[src/rtl/sr_latch_bank.sv]
// sr_latch_bank
//
// Clocked, debounced replacement for a bank of gate-level SR latches.
// Each of WIDTH channels takes an asynchronous active-low set/reset pair,
// synchronises it through two flops, accepts it only after it has been
// stable for DEBOUNCE synchronised samples, and then applies it to a
// registered latch bit. The simultaneous set+reset case is resolved by
// PRIORITY (0 hold, 1 set wins, 2 reset wins) and is reported on a sticky
// per-channel error flag.
//
// Ports
//   clk           single clock, all state updates on the rising edge
//   rst           synchronous reset, active-high, overrides every input
//   sbar[W]       active-low set requests, asynchronous to clk
//   rbar[W]       active-low reset requests, asynchronous to clk
//   en            1: accepted commands may update q; 0: q frozen
//   err_clr       clears every both_err bit (a same-cycle set wins)
//   q[W]          registered latch state
//   qbar[W]       combinational complement of q
//   both_err[W]   sticky: an accepted command had set and reset both active
//   change_pulse[W] high for the one cycle after q[i] took a new value
//
// Channels are fully independent; no state is shared between bits.

module sr_latch_bank #(
    parameter int               WIDTH    = 4,
    parameter int               DEBOUNCE = 3,
    parameter int               PRIORITY = 0,
    parameter logic [WIDTH-1:0] RESET_Q  = {WIDTH{1'b0}}
) (
    input  logic             clk,
    input  logic             rst,
    input  logic [WIDTH-1:0] sbar,
    input  logic [WIDTH-1:0] rbar,
    input  logic             en,
    input  logic             err_clr,
    output logic [WIDTH-1:0] q,
    output logic [WIDTH-1:0] qbar,
    output logic [WIDTH-1:0] both_err,
    output logic [WIDTH-1:0] change_pulse
);

    // Configuration checks, evaluated at elaboration.
    if (PRIORITY < 0 || PRIORITY > 2) begin : g_bad_priority
        $error("sr_latch_bank: PRIORITY must be 0, 1 or 2");
    end
    if (WIDTH < 1) begin : g_bad_width
        $error("sr_latch_bank: WIDTH must be at least 1");
    end
    if (DEBOUNCE < 1) begin : g_bad_debounce
        $error("sr_latch_bank: DEBOUNCE must be at least 1");
    end

    localparam int             CW      = (DEBOUNCE > 1) ? $clog2(DEBOUNCE) : 1;
    localparam logic [CW-1:0]  CNT_MAX = CW'(DEBOUNCE - 1);
    localparam logic [CW-1:0]  CNT_ONE = CW'(1);

    // Two-flop synchronisers, kept in the active-low sense so that the
    // reset value (all ones) means "no request".
    logic [WIDTH-1:0] sbar_meta, sbar_sync;
    logic [WIDTH-1:0] rbar_meta, rbar_sync;

    // Debounce state: last synchronised pair and how long it has held.
    logic [WIDTH-1:0]         last_sbar, last_rbar;
    logic [WIDTH-1:0][CW-1:0] cnt;

    logic [WIDTH-1:0] q_reg, err_reg, change_reg;

    // Accepted command (level) and next-state values.
    logic [WIDTH-1:0] stable, acc_s, acc_r;
    logic [WIDTH-1:0] q_next, err_next;

    always_comb begin
        stable = '0;
        acc_s  = '0;
        acc_r  = '0;
        q_next = q_reg;
        for (int i = 0; i < WIDTH; i++) begin
            // A pair counts as accepted once it has survived DEBOUNCE
            // consecutive samples; it then re-applies every cycle.
            stable[i] = (cnt[i] == CNT_MAX);
            acc_s[i]  = stable[i] & ~last_sbar[i];
            acc_r[i]  = stable[i] & ~last_rbar[i];
            if (en) begin
                case ({acc_s[i], acc_r[i]})
                    2'b10:   q_next[i] = 1'b1;
                    2'b01:   q_next[i] = 1'b0;
                    2'b11: begin
                        if (PRIORITY == 1)      q_next[i] = 1'b1;
                        else if (PRIORITY == 2) q_next[i] = 1'b0;
                        else                    q_next[i] = q_reg[i];
                    end
                    default: q_next[i] = q_reg[i];
                endcase
            end
        end
        // Setting beats clearing when both happen in the same cycle.
        err_next = (err_reg & ~{WIDTH{err_clr}}) | (acc_s & acc_r);
    end

    always_ff @(posedge clk) begin
        if (rst) begin
            sbar_meta  <= '1;
            sbar_sync  <= '1;
            rbar_meta  <= '1;
            rbar_sync  <= '1;
            last_sbar  <= '1;
            last_rbar  <= '1;
            cnt        <= '0;
            q_reg      <= RESET_Q;
            err_reg    <= '0;
            change_reg <= '0;
        end else begin
            sbar_meta <= sbar;
            sbar_sync <= sbar_meta;
            rbar_meta <= rbar;
            rbar_sync <= rbar_meta;
            for (int i = 0; i < WIDTH; i++) begin
                if (sbar_sync[i] != last_sbar[i] || rbar_sync[i] != last_rbar[i]) begin
                    last_sbar[i] <= sbar_sync[i];
                    last_rbar[i] <= rbar_sync[i];
                    cnt[i]       <= '0;
                end else if (cnt[i] != CNT_MAX) begin
                    cnt[i] <= cnt[i] + CNT_ONE;
                end
            end
            q_reg      <= q_next;
            err_reg    <= err_next;
            // Only a real value change pulses; rewriting the same value does not.
            change_reg <= q_next ^ q_reg;
        end
    end

    assign q            = q_reg;
    assign qbar         = ~q_reg;
    assign both_err     = err_reg;
    assign change_pulse = change_reg;

endmodule

[config.mk]
export PLATFORM = sky130hd
export DESIGN_NAME = sr_latch_bank
export DESIGN_NICKNAME = d
export VERILOG_FILES = /design/src/rtl/sr_latch_bank.sv
export SDC_FILE = /design/constraint.sdc
export NUM_CORES = 1
export LEC_CHECK = 0
export CAP_MARGIN = 40
export CORE_ASPECT_RATIO = 0.75
export CORE_MARGIN = 2
export CORE_UTILIZATION = 40
export DETAILED_ROUTE_END_ITERATION = 6
export GPL_ROUTABILITY_DRIVEN = 0
export PLACE_DENSITY = 0.65
export RECOVER_POWER = 50
export SKIP_CTS_REPAIR_TIMING = 1
export SLEW_MARGIN = 20
export SYNTH_ARGS = -nofsm -noshare
export SYNTH_HDL_FRONTEND = slang
export SYNTH_SLANG_ARGS = --single-unit
[constraint.sdc]
create_clock -name clk -period 3.3 [get_ports clk]
set_input_delay 0.66 -clock clk [delete_from_list [all_inputs] [get_ports clk]]
set_output_delay 0.66 -clock clk [all_outputs]
set_load 0.02 [all_outputs]
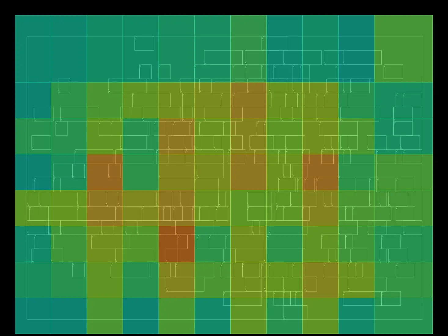
Fig. 1. Congestion heat map.
gr usage total: 0.115
met3 usage: 0.0499
met1 Usage GRT: 0.133
grt met2 use: 0.182

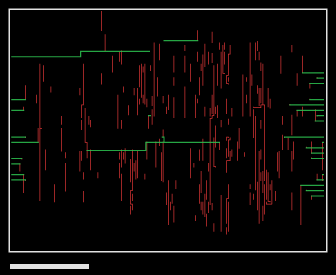
Fig. 2. Wiring by layer.
Scale bar: 20 µm. Two of the layers only.
| colour | layer | wire length |
|---|---|---|
| red | metal 2 | 962 µm |
| green | metal 3 | 178 µm |
vias after detailed routing: 1084
Post-Route WL: 2.32 mm
wire per inst: 9.14 µm

==> reports/metrics.cfg <==
[worst_setup_path]
crit_path_start = rst
endpoint = cnt[0]$_SDFFE_PP0P_
max_stage_delay_ns = 1.21
crit_path_end_kind = flip-flop
reg2reg_to = q[1]$_SDFF_PP0_
path_class = input pin to flip-flop
crit_arrival_ns = 2.49
reg2regPathDepth = 7
critPathTopFamily = buffers and inverters
path_max_fanout = 44
reg2reg_from = cnt[2]$_SDFFE_PP0P_
worstPathCellList = clkdlybuf4s50_1 > clkbuf_1 > nor3_1
cp.depth = 3

[logic_synthesis]
ys_seq_frac = 0.505
ys_chip_area_um2 = 1740
synth_cell_types = 17
synth_area_um2 = 1740
flop_cell = dfxtp_1
edf_count = 0
synthArstFlopShare = 0
syn_nets = 192
syn_area_per_cell_um2 = 10.4
synthCells = 168

[clocking]
ctsLongestPathBuffers = 2
clkLatencyLatePin_ns = 0.29
clkSlewWorstSetupHoldPaths_ns = 0.07
clock_sinks = 44
numCtsBuffers = 5
cts_root_buf = clkbuf_8
cts_tree = done

[job]
warnings = 30
cap_violations = 1

[final_timing]
hold_viol = 0
setup_tns_ns = 0
finalCriticalPeriod_ns = 2.39
period_used_share = 0.724
drv_slew = 45
fin_skew_ns = 0.00659
max-slew-margin-rel = -0.125
worst_slew_pin_slew_ns = 1.69
setup_viol = 0
whs_ns = 0.403
fmax_mhz = 419

[hold_path]
hold_path_depth = 1
hp-start = sbar_meta[2]$_SDFF_PP1_
holdPathEnd = sbar_sync[2]$_SDFF_PP1_
hold_class = flip-flop to flip-flop

[finish]
drive_above_1_share = 0.0804
antennaDiodeCount = 0
area_growth_pct = 20.9
final_cell_mix = dfxtp_1 (44), clkdlybuf4s50_1 (27), or2_1 (20), nor2_1 (15), inv_1 (13)
largest_reg_flops = 8
final_common_cell = dfxtp_1
layout.nets = 223
regMostFlops = cnt

[power]
p_per_area_nw_per_um2 = 461
p_leak_nw = 0.900
pwr-share-seq = 0.587
p_int_mw = 0.751
power.switching_mw = 0.220
clkPwrFrac = 0.311
ir_worst_vdd_mv = 0.245
p_total_mw = 0.971

[route]
drt-vias-per-instance = 4.27
ant_nets = 0
drt_iter0_drc = 32

[global_route]
grt_max_degree = 45
antenna_found_initial = 0
grt_pass1_wl_mm = 4.15
grt_pass1_vias = 991
overflow = 0

[placement]
placed_area_um2 = 2050
io_buffers = 27
dp.cells = 247

[run_status]
violations = max-capacitance violations, max-slew violations
status = finished, violations left

[floorplanning]
die_h_um = 61.2

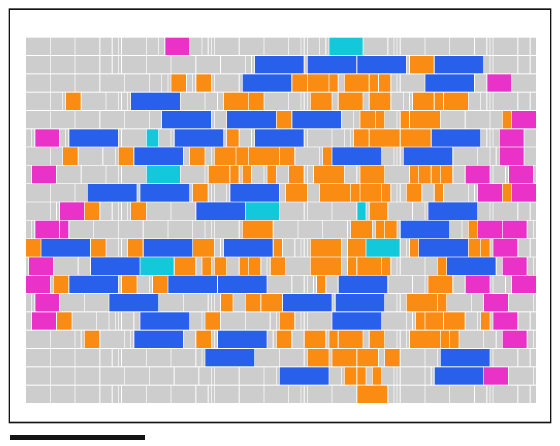
Fig. 3. Cells coloured by class.
Scale bar: 20 µm. Fill, decap, tap and diode cells in grey.
| colour | class | cells |
|---|---|---|
| blue | sequential cells | 44 |
| cyan | clock drivers and dummy loads | 7 |
| orange | combinational and other logic | 120 |
| magenta | remaining buffers and delay cells | 28 |
post-route cell area: 2110 µm²
Core Box Area: 4130 µm²
Cell Rows: 20
fin util: 0.510
Seq/total area: 0.418

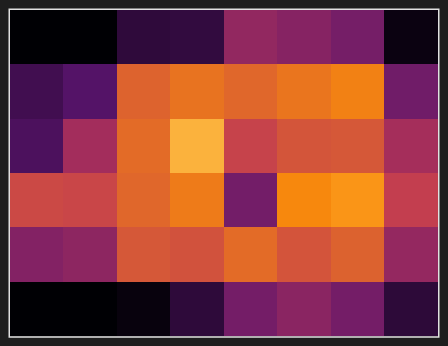
Fig. 4. Local utilization.
The die is cut into 8 by 6 equal tiles; black is low, pale yellow is high, 0 to 100% covered.
fullest tile: 83%
emptiest ninth of the die: top left
tiles over 75% full: 4.2%
nearly empty tiles: 8.3%
mean over tiles: 42%
floorplan utilization: 0.422

power by group through the flow:
stage / clock network [mW] / registers (mW) / logic [mW]
global route: 0.345 / 0.573 / 0.116
detailed placement: 0 / 0.583 / 0.104
finish: 0.302 / 0.570 / 0.0984
CTS: 0.318 / 0.570 / 0.104
global placement: 0 / 0.581 / 0.0977
floorplan: 0 / 0.580 / 0.0818
logic make-up after synthesis:
logic type                 synth area share
xor gates and xnor gates             0.0804
AOI/OAI and AO/OA                    0.0230
adders and majority gates            0.0861
and+or+nand+nor                       0.230
muxes                                0.0230
buffers and inverters                0.0517
DFF                                   0.505
cell type report:
cell class / count / area, µm²
multi-input combinational: 107 / 757
clock buffer: 6 / 72.6
tap: 55 / 68.8
timing repair buffer: 28 / 274
fill: 384 / 2020
inverter: 13 / 48.8
clock inverter: 1 / 5.00
sequential: 44 / 881
synthesized netlist by cell type (5+ instances only):
library cell / count / area share
dfxtp_1: 44 / 0.51
or2_1: 20 / 0.072
nor2_1: 15 / 0.032
inv_1: 13 / 0.028
ha_1: 12 / 0.086
nor3_2: 9 / 0.052
xnor2_1: 9 / 0.045
a21oi_1: 8 / 0.023
nand2_1: 7 / 0.015
xor2_1: 7 / 0.035
nand2b_1: 5 / 0.018
layer usage:
layer	global-route usage	vias up	routed length, µm
met2	0.182	31	962
met1	0.133	469	1140
li1	-	580	-
met5	0	-	0
met4	0.0654	0	40
met3	0.0499	4	177
through the flow:
stage          utilization  worst slack, ns
4_1_cts              0.515             1.30
5_1_grt              0.510            0.646
3_3_place_gp         0.496             1.53
3_5_place_dp         0.496             1.52
6_report             0.510            0.912
2_1_floorplan            -             1.74
Power figures rest on the tool's default switching activity, not on a simulated workload.
